### Met3 routing, run 1

Drawn at 4 px/um.
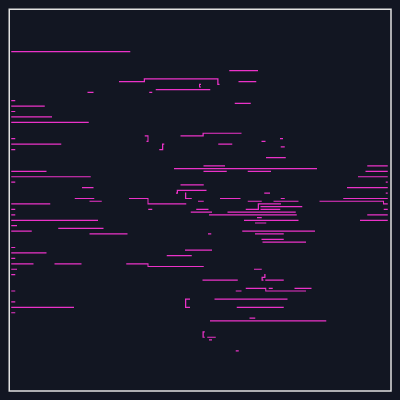
### Cell sizes after repair, run 1

Drawn at 4 px/um.
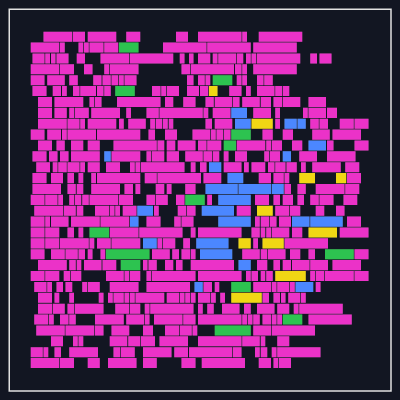
### Routed metal per tile, run 1

Drawn at 4 px/um. 19 x 19 tiles, from black (low) to pale yellow (high), scaled to the fullest tile. Values are wire area over tile area, all layers added.
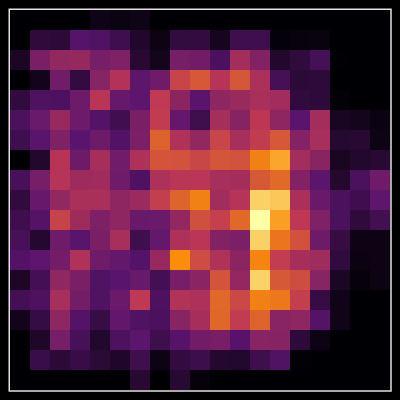
### src/rtl/vote_tally.sv
// ============================================================================
// Module   : vote_tally
// Function : four-phase CTS/RTR vote capture with saturating per-candidate tallies
// Revision : 1.0
// ============================================================================
`default_nettype none
`timescale 1ns/1ps

module vote_tally #(
  parameter int CNT_W = 8
) (
  input  logic             clk,
  input  logic             reset,
  input  logic             CTS,
  input  logic [3:0]       V_IN,
  input  logic             HOLD,
  input  logic             CLEAR,
  input  logic [1:0]       SEL,
  output logic             RTR,
  output logic [CNT_W-1:0] COUNT_OUT,
  output logic [CNT_W-1:0] TOTAL,
  output logic [CNT_W-1:0] BLANK_CNT,
  output logic [CNT_W-1:0] INVALID_CNT,
  output logic [1:0]       LEAD,
  output logic             LEAD_VALID,
  output logic             VOTE_STROBE
);

  typedef enum logic [1:0] {
    S_INIT   = 2'd0,
    S_READY  = 2'd1,
    S_ACK    = 2'd2,
    S_UPDATE = 2'd3
  } state_t;

  localparam logic [CNT_W-1:0] C_ONE = CNT_W'(1);

  state_t           r_state;
  logic             r_rtr;
  logic             r_strobe;
  logic [3:0]       r_capture;
  logic [CNT_W-1:0] r_cnt [4];
  logic [CNT_W-1:0] r_total;
  logic [CNT_W-1:0] r_blank;
  logic [CNT_W-1:0] r_invalid;
  logic [CNT_W-1:0] r_count_out;
  logic [1:0]       r_lead;
  logic             r_lead_valid;

  logic             w_accept;
  logic             w_apply;
  logic             w_blank;
  logic             w_single;
  logic [1:0]       w_lead;
  logic [CNT_W-1:0] w_max;
  logic             w_lead_valid;

  function automatic logic [CNT_W-1:0] sat_inc(input logic [CNT_W-1:0] v);
    return (&v) ? v : v + C_ONE;
  endfunction

  // A transfer needs RTR already visible upstream, so the registered RTR gates it.
  assign w_accept = (r_state == S_READY) && r_rtr && !HOLD && CTS;
  assign w_apply  = (r_state == S_UPDATE);
  assign w_blank  = (r_capture == 4'd0);
  assign w_single = !w_blank && ((r_capture & (r_capture - 4'd1)) == 4'd0);

  always_ff @(posedge clk) begin
    if (reset) begin
      r_state   <= S_INIT;
      r_rtr     <= 1'b0;
      r_strobe  <= 1'b0;
      r_capture <= 4'd0;
    end else begin
      r_strobe <= 1'b0;
      case (r_state)
        S_INIT: begin
          r_state <= S_READY;
          r_rtr   <= !HOLD;
        end
        S_READY: begin
          if (w_accept) begin
            r_capture <= V_IN;
            r_state   <= S_ACK;
            r_rtr     <= 1'b0;
          end else begin
            r_rtr <= !HOLD;
          end
        end
        S_ACK: begin
          r_rtr <= 1'b0;
          if (!CTS) begin
            r_state  <= S_UPDATE;
            r_strobe <= 1'b1;
          end
        end
        S_UPDATE: begin
          r_state <= S_READY;
          r_rtr   <= !HOLD;
        end
        default: begin
          r_state <= S_INIT;
          r_rtr   <= 1'b0;
        end
      endcase
    end
  end

  // Strict greater-than keeps the lowest index on a tie.
  always_comb begin
    w_lead = 2'd0;
    w_max  = '0;
    for (int i = 0; i < 4; i++) begin
      if (r_cnt[i] > w_max) begin
        w_max  = r_cnt[i];
        w_lead = 2'(i);
      end
    end
    w_lead_valid = (w_max != '0);
  end

  always_ff @(posedge clk) begin
    if (reset || CLEAR) begin
      for (int i = 0; i < 4; i++) begin
        r_cnt[i] <= '0;
      end
      r_total      <= '0;
      r_blank      <= '0;
      r_invalid    <= '0;
      r_lead       <= 2'd0;
      r_lead_valid <= 1'b0;
    end else begin
      if (w_apply) begin
        r_total <= sat_inc(r_total);
        if (w_blank) begin
          r_blank <= sat_inc(r_blank);
        end else if (w_single) begin
          for (int i = 0; i < 4; i++) begin
            if (r_capture[i]) begin
              r_cnt[i] <= sat_inc(r_cnt[i]);
            end
          end
        end else begin
          r_invalid <= sat_inc(r_invalid);
        end
      end
      r_lead       <= w_lead;
      r_lead_valid <= w_lead_valid;
    end
  end

  always_ff @(posedge clk) begin
    if (reset) begin
      r_count_out <= '0;
    end else begin
      r_count_out <= r_cnt[SEL];
    end
  end

  assign RTR         = r_rtr;
  assign VOTE_STROBE = r_strobe;
  assign COUNT_OUT   = r_count_out;
  assign TOTAL       = r_total;
  assign BLANK_CNT   = r_blank;
  assign INVALID_CNT = r_invalid;
  assign LEAD        = r_lead;
  assign LEAD_VALID  = r_lead_valid;

endmodule

`default_nettype wire

### config.mk
export PLATFORM = sky130hd
export DESIGN_NAME = vote_tally
export DESIGN_NICKNAME = d
export VERILOG_FILES = /design/src/rtl/vote_tally.sv
export SDC_FILE = /design/constraint.sdc
export NUM_CORES = 1
export LEC_CHECK = 0
export CORE_MARGIN = 5
export CORE_UTILIZATION = 62
export CTS_CLUSTER_DIAMETER = 60
export DETAILED_ROUTE_END_ITERATION = 16
export PLACE_DENSITY = 0.85
export SYNTH_ARGS = -nofsm -noshare
export SYNTH_HDL_FRONTEND = slang
export SYNTH_SLANG_ARGS = --single-unit
### constraint.sdc
create_clock -name clk -period 11.3 [get_ports clk]
set_input_delay 2.26 -clock clk [delete_from_list [all_inputs] [get_ports clk]]
set_output_delay 2.26 -clock clk [all_outputs]
set_load 0.03 [all_outputs]
==> impl_metrics.toml, run 1 <==
# synthesis and place-and-route metrics
[outcome]
run_status = "finished clean"

[drt]
first_pass_iters = 5
drt_drc = 0
drt_first_iter_violations = 303

[clock_tree]
post-cts-setup-buffer-count = 0
cts_num_sinks = 75
hold_buffers = 0
cts_made_buffers = 9

[floorplan]
dieWidth_um = 95.1
chipArea_mm2 = 0.00904
die_height_um = 95.1

[synthesis]
yosys.cell_types.count = 54
synthTopLogicFamily = "simple AND/OR/NAND/NOR gates"
yosys.stat.seqShare_pct = 40.6
ys_sh_mux_pct = 7.89
ys_warn_count = 0
yosysChipArea_mm2 = 0.00449
synth.net_count = 497

[layout]
signal_buffer_area_fraction_pct = 9.09
combAreaFraction_pct = 48.5
comb.multi_input.count = 345
largestClassByArea = "combinational gates"

[sta]
clock_skew_ps = 15.0
setup_violations = 0
timing.max_slew.rel_slack_pct = 32.6
maxSlewViolCount = 0
maxClockFrequency_mhz = 181

[global_routing]
grt_pass1_vias = 3633
grt_first_pass_wirelength_mm = 18.1

[setup_path]
worst_setup_end_kind = "register"
crit_path_cell_trace = "inv_1 -> ha_1 -> nor3b_1 -> a21oi_1 -> ha_1 -> and2b_1 -> o211ai_2 -> a211oi_4 -> nor2_4 -> mux2i_1 -> ha_1 -> nand4_1 -> nor2_2 -> a211oi_2 -> nor2_1 -> mux2_2 -> ha_1 -> nand2_1 -> o21ai_0 -> mux2i_1 -> a21oi_1 -> a311oi_1 -> a41oi_1"
timing.critical_path.slowest_stage_cell = "sky130_fd_sc_hd__edfxtp_1"

[placement]
dp_worst_setup_slack_ps = 5980
post_dp_cell_area_mm2 = 0.00505
Notes on 'Met3 routing' above:
nets with wire on the layer: 86
share of all routed wire: 7.0%
main direction: horizontal
longest straight run: 35.4 um
wire length on this layer: 742 um
global-route track usage on met3: 6.24%
final routed wirelength across all metal layers: 10.7 mm

Notes on 'Cell sizes after repair' above:
| size | color | cells |
|---|---|---|
| drive 2 | blue | 25 |
| drive 1 or less | magenta | 455 |
| drive 3 to 4 | yellow | 10 |
| drive 6 and up | green | 13 |
count of plain and timing-repair buffers: 48
Finished Cell Area: 0.00526 mm2
crit path setup slack, layout: 5780 ps
area delta synth->final: 17.2%

Notes on 'Routed metal per tile' above:
tiles over half the peak: 14%
fullest tile: 0.73
densest ninth of the die: middle
overall via count from detail_route: 3658
final routed wire length divided by cell count: 17.7 um
total routing resource utilization after global routing: 26.0%

run 1: routing by layer:
layer  vias up  global-route usage [%]  share of wire, %  routed length, um
li1       1723                       -                 -                  -
met1      1735                    33.8                43               4590
met2       166                    41.3                47               5000
met3        34                    6.24               7.0                741
met4         0                    11.2               3.1                328
met5         -                       0                 0                  0
run 1: metrics by stage:
step           total power, mW  hold WS [ps]
3_3_place_gp             0.454           492
2_1_floorplan            0.419           510
5_1_grt                  0.710           553
3_5_place_dp             0.459           504
4_1_cts                  0.679           518
6_report                 0.678           514
run 1: registers in the layout, indices dropped and copies added (netlist names):
| signal | cells |
|---|---|
| VOTE_STROBE | 1 |
| INVALID_CNT | 8 |
| LEAD | 2 |
| r_state | 2 |
| TOTAL | 8 |
| BLANK_CNT | 8 |
| r_cnt | 32 |
| LEAD_VALID | 1 |
| r_capture | 4 |
| RTR | 1 |
| COUNT_OUT | 8 |
run 1: logic make-up (layout without fill, tap and decap cells):
| logic type | count (synthesis) | count (layout) |
|---|---|---|
| and+or+nand+nor | 184 | 184 |
| AOI/OAI and AO/OA | 57 | 57 |
| xor gates and xnor gates | 43 | 43 |
| muxes | 24 | 24 |
| DFF | 75 | 75 |
| buffers and inverters | 30 | 83 |
| adders and majority gates | 37 | 37 |
run 1: layout by cell type, fill, tap and decap left out, drive strengths merged, types with 6 or more instances in the layout:
cell type       n
a21oi          16
nand3          20
a211oi          6
mux4            8
and3           13
nor4            6
mux2i          11
ha             36
nand2          22
xnor2          27
dfxtp          43
nor2b          10
nor3           12
nor2           73
o21ai          12
inv            22
edfxtp         32
xor2           16
nand4          15
clkbuf         10
clkdlybuf4s50  47
run 1: power by group:
group | leakage [nW] | switching (mW) | internal, mW
clock | 0.108 | 0.107 | 0.115
sequential | 0.705 | 0.0163 | 0.295
combinational | 1.15 | 0.0810 | 0.0632
total | 1.96 | 0.205 | 0.473
run 1: cells in the mapped netlist, types with 10 or more instances:
cell / number / area, um2
sky130_fd_sc_hd__nor2_1: 69 / 259
sky130_fd_sc_hd__dfxtp_1: 43 / 861
sky130_fd_sc_hd__ha_1: 36 / 450
sky130_fd_sc_hd__edfxtp_1: 32 / 961
sky130_fd_sc_hd__xnor2_1: 27 / 236
sky130_fd_sc_hd__nand2_1: 22 / 82.6
sky130_fd_sc_hd__inv_1: 20 / 75.1
sky130_fd_sc_hd__nand3_1: 20 / 100
sky130_fd_sc_hd__xor2_1: 16 / 140
sky130_fd_sc_hd__a21oi_1: 15 / 75.1
sky130_fd_sc_hd__and3_1: 13 / 81.3
sky130_fd_sc_hd__nand4_1: 13 / 81.3
sky130_fd_sc_hd__mux2i_1: 11 / 110
sky130_fd_sc_hd__nor3_1: 11 / 55.1
sky130_fd_sc_hd__nor2b_1: 10 / 62.6
run 1: path summary, 6_finish.rpt:
path                 from           end  slack, ps
max           r_cnt[0][0]    LEAD_VALID       5780
min          BLANK_CNT[7]  BLANK_CNT[7]        510
max reg2reg   r_cnt[0][0]    LEAD_VALID       5780
min reg2reg  BLANK_CNT[7]  BLANK_CNT[7]        510
### Sequential cells colored by netlist name, run 1

Drawn at 4 px/um.
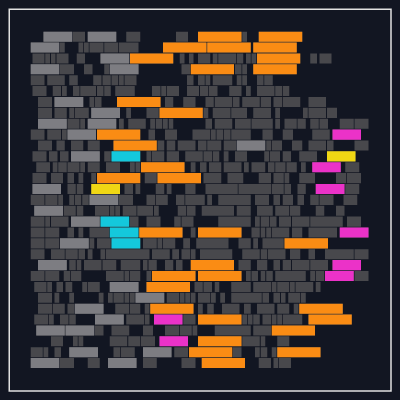

==> run 1 -> run 2 <==
CORE_UTILIZATION = 52   (was 62)
PLACE_DENSITY = 0.76   (was 0.85)
clock period = 4.5 ns   (was 11.3 ns; I/O delays follow)
### Sequential cells colored by netlist name, run 2

Drawn at 4 px/um.
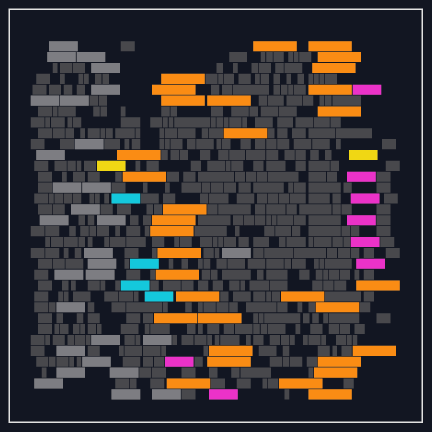
| signal | color | sequential cells |
|---|---|---|
| `r_capture` | cyan | 4 |
| `COUNT_OUT` | magenta | 8 |
| `LEAD` | yellow | 2 |
| `r_cnt` | orange | 32 |
not colored: 29

### Routed metal per tile, run 2

Drawn at 4 px/um. 21 x 21 tiles, from black (low) to pale yellow (high), scaled to the fullest tile. Values are wire area over tile area, all layers added.
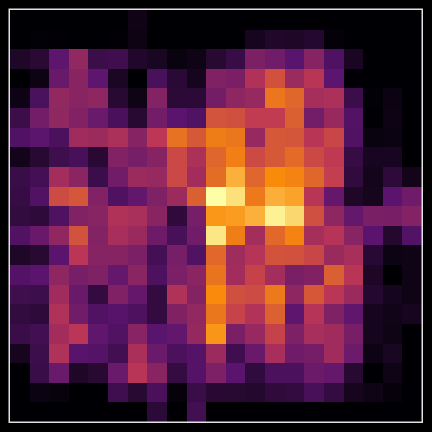
tiles over half the peak: 15%
densest ninth of the die: middle
nearly empty tiles: 19%
mean over tiles: 0.18
final routed wirelength across all metal layers: 11.8 mm
final routed wire length divided by cell count: 17.9 um
total routing resource utilization after global routing: 23.0%
overall via count from detail_route: 3801

==> run 2 against run 1 <==
Effect of this change: the flow now finishes with violations (negative setup slack); synthesized cell count did not move; via count rose by 3.9%; final cell count rose by 9.5%; sequential power is 150% higher; register-to-register slack lost 6200 ps; power went up to 2.7 times the previous value; global-route usage down 3.0 points; first-iteration DRC count is 40% lower; critical endpoint unchanged.
==> impl_metrics.toml, run 2 <==
# synthesis and place-and-route metrics
[outcome]
run_status = "complete, but fails checks"
violations_in_the_final_reports = "negative setup slack"

[layout]
final_common_cell = "sky130_fd_sc_hd__nor2_1"
largest_register_ff_count = 32
regMostFlops = "r_cnt"
lay_top_cells = "sky130_fd_sc_hd__nor2_1, sky130_fd_sc_hd__buf_4, sky130_fd_sc_hd__clkdlybuf4s50_1, sky130_fd_sc_hd__dfxtp_1, sky130_fd_sc_hd__edfxtp_1"

[clock_tree]
cts_made_buffers = 9
cts_num_sinks = 75

[placement]
post_dp_cell_area_mm2 = 0.00535
dp_worst_setup_slack_ps = -360

[sta]
setup_violations = 3
timing.max_slew.rel_slack_pct = 50.2
clock_skew_ps = 9.74
post-route-worst-setup-slack_ps = -423

[synthesis]
yosysChipArea_mm2 = 0.00449
synth.top_cell.area_share_pct = 21.4
ys_warn_count = 0
largest_area_cell = "sky130_fd_sc_hd__edfxtp_1"
area_leaders = "sky130_fd_sc_hd__edfxtp_1, sky130_fd_sc_hd__dfxtp_1, sky130_fd_sc_hd__ha_1"

[setup_path]
crit_path_from = "r_cnt[0][0]"
worst_setup_end_kind = "register"

[floorplan]
chipArea_mm2 = 0.0106
die_height_um = 103

[drt]
drt_drc = 0

[global_routing]
grt_first_pass_wirelength_mm = 18.9

[worst_hold_path]
hold_path_startpoint = "TOTAL[1]"
### Cell sizes after repair, run 2

Drawn at 4 px/um.
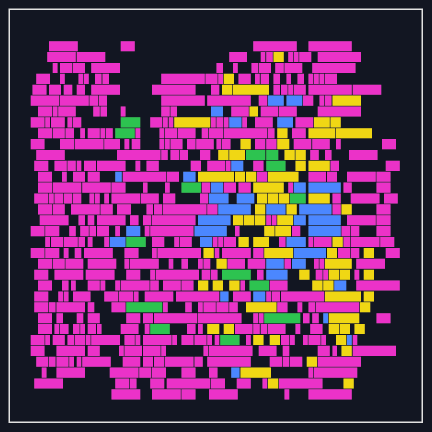
| size | color | cells | most used |
|---|---|---|---|
| drive 3 to 4 | yellow | 74 | buf_4 |
| drive 1 or less | magenta | 431 | nor2_1 |
| drive 2 | blue | 35 | mux4_2 |
| drive 6 and up | green | 14 | clkbuf_8 |
crit path setup slack, layout: -423 ps
area delta synth->final: 30.1%

## run 2: netlist changes by cell type in the layout (fill, tap and decap cells not counted), moves of 5 or more
cell	change
sky130_fd_sc_hd__a21oi_1	-5
sky130_fd_sc_hd__a21oi_2	+5
sky130_fd_sc_hd__buf_4	+49
sky130_fd_sc_hd__ha_1	-6
sky130_fd_sc_hd__ha_4	+5
## run 2: cell families after synthesis
logic type,share of synthesized area (%)
xor+xnor,8.39
compound gates,8.90
mux,7.89
fa+ha+maj,10.3
buf+inv,2.57
simple gates,21.4
flops,40.6
## run 2: power breakdown
group	total, mW	internal [mW]	leakage, nW	switching (mW)
Sequential	0.775	0.739	0.705	0.0353
Clock	0.535	0.270	0.108	0.265
Combinational	0.500	0.238	1.42	0.262
Total	1.81	1.25	2.23	0.562
## run 2: routing by layer
| layer | up-vias | share of wire (%) | global-route usage [%] | routed length (um) |
|---|---|---|---|---|
| met2 | 132 | 48 | 39.1 | 5680 |
| met1 | 1832 | 43 | 28.8 | 5080 |
| li1 | 1811 | - | - | - |
| met3 | 26 | 6.1 | 4.53 | 725 |
| met5 | - | 0 | 0 | 0 |
| met4 | 0 | 2.6 | 8.76 | 306 |
## run 2: worst max-delay path, stage by stage, from the launching register on
cell	delay [ps]
sky130_fd_sc_hd__edfxtp_1	420
sky130_fd_sc_hd__inv_2	100
sky130_fd_sc_hd__ha_4	130
sky130_fd_sc_hd__nor3b_4	200
sky130_fd_sc_hd__a21oi_2	100
sky130_fd_sc_hd__ha_2	180
sky130_fd_sc_hd__and2b_1	210
sky130_fd_sc_hd__o211ai_2	110
sky130_fd_sc_hd__a211oi_4	410
sky130_fd_sc_hd__nor2_4	110
sky130_fd_sc_hd__mux2i_2	190
sky130_fd_sc_hd__ha_1	320
sky130_fd_sc_hd__nand4_1	200
sky130_fd_sc_hd__buf_4	200
sky130_fd_sc_hd__a211oi_4	360
sky130_fd_sc_hd__nor2_4	90
sky130_fd_sc_hd__buf_6	150
sky130_fd_sc_hd__buf_4	130
sky130_fd_sc_hd__a21o_1	150
sky130_fd_sc_hd__ha_1	290
sky130_fd_sc_hd__nand4_1	110
sky130_fd_sc_hd__mux2i_1	180
sky130_fd_sc_hd__a21oi_2	70
sky130_fd_sc_hd__a311oi_1	230
sky130_fd_sc_hd__a41oi_1	160
## run 2: cell type report
type / instances / area [um2]
multi-input cells: 345 / 2750
flip-flops and latches: 75 / 1820
clock inverters: 4 / 28.8
fillers: 600 / 2460
inverters: 20 / 75.1
repair buffers: 98 / 857
clock buffers: 12 / 178
well taps: 105 / 131
## run 2: path summary, 6_finish.rpt
path	end	slack, ps	depth (start not counted)
max	LEAD_VALID	-420	24
min reg2reg	TOTAL[1]	510	2
min	TOTAL[1]	510	2
max reg2reg	LEAD_VALID	-420	24
## run 2: what timing repair did
| action | in CTS | in global routing |
|---|---|---|
| endpoints found under the setup margin | 3 | 3 |
| gates resized | 21 | 10 |
| pin swaps | 19 | 14 |
| hold buffers | 0 | 0 |
| setup buffers | 10 | 5 |
Power is estimated from default activity; no workload was simulated.
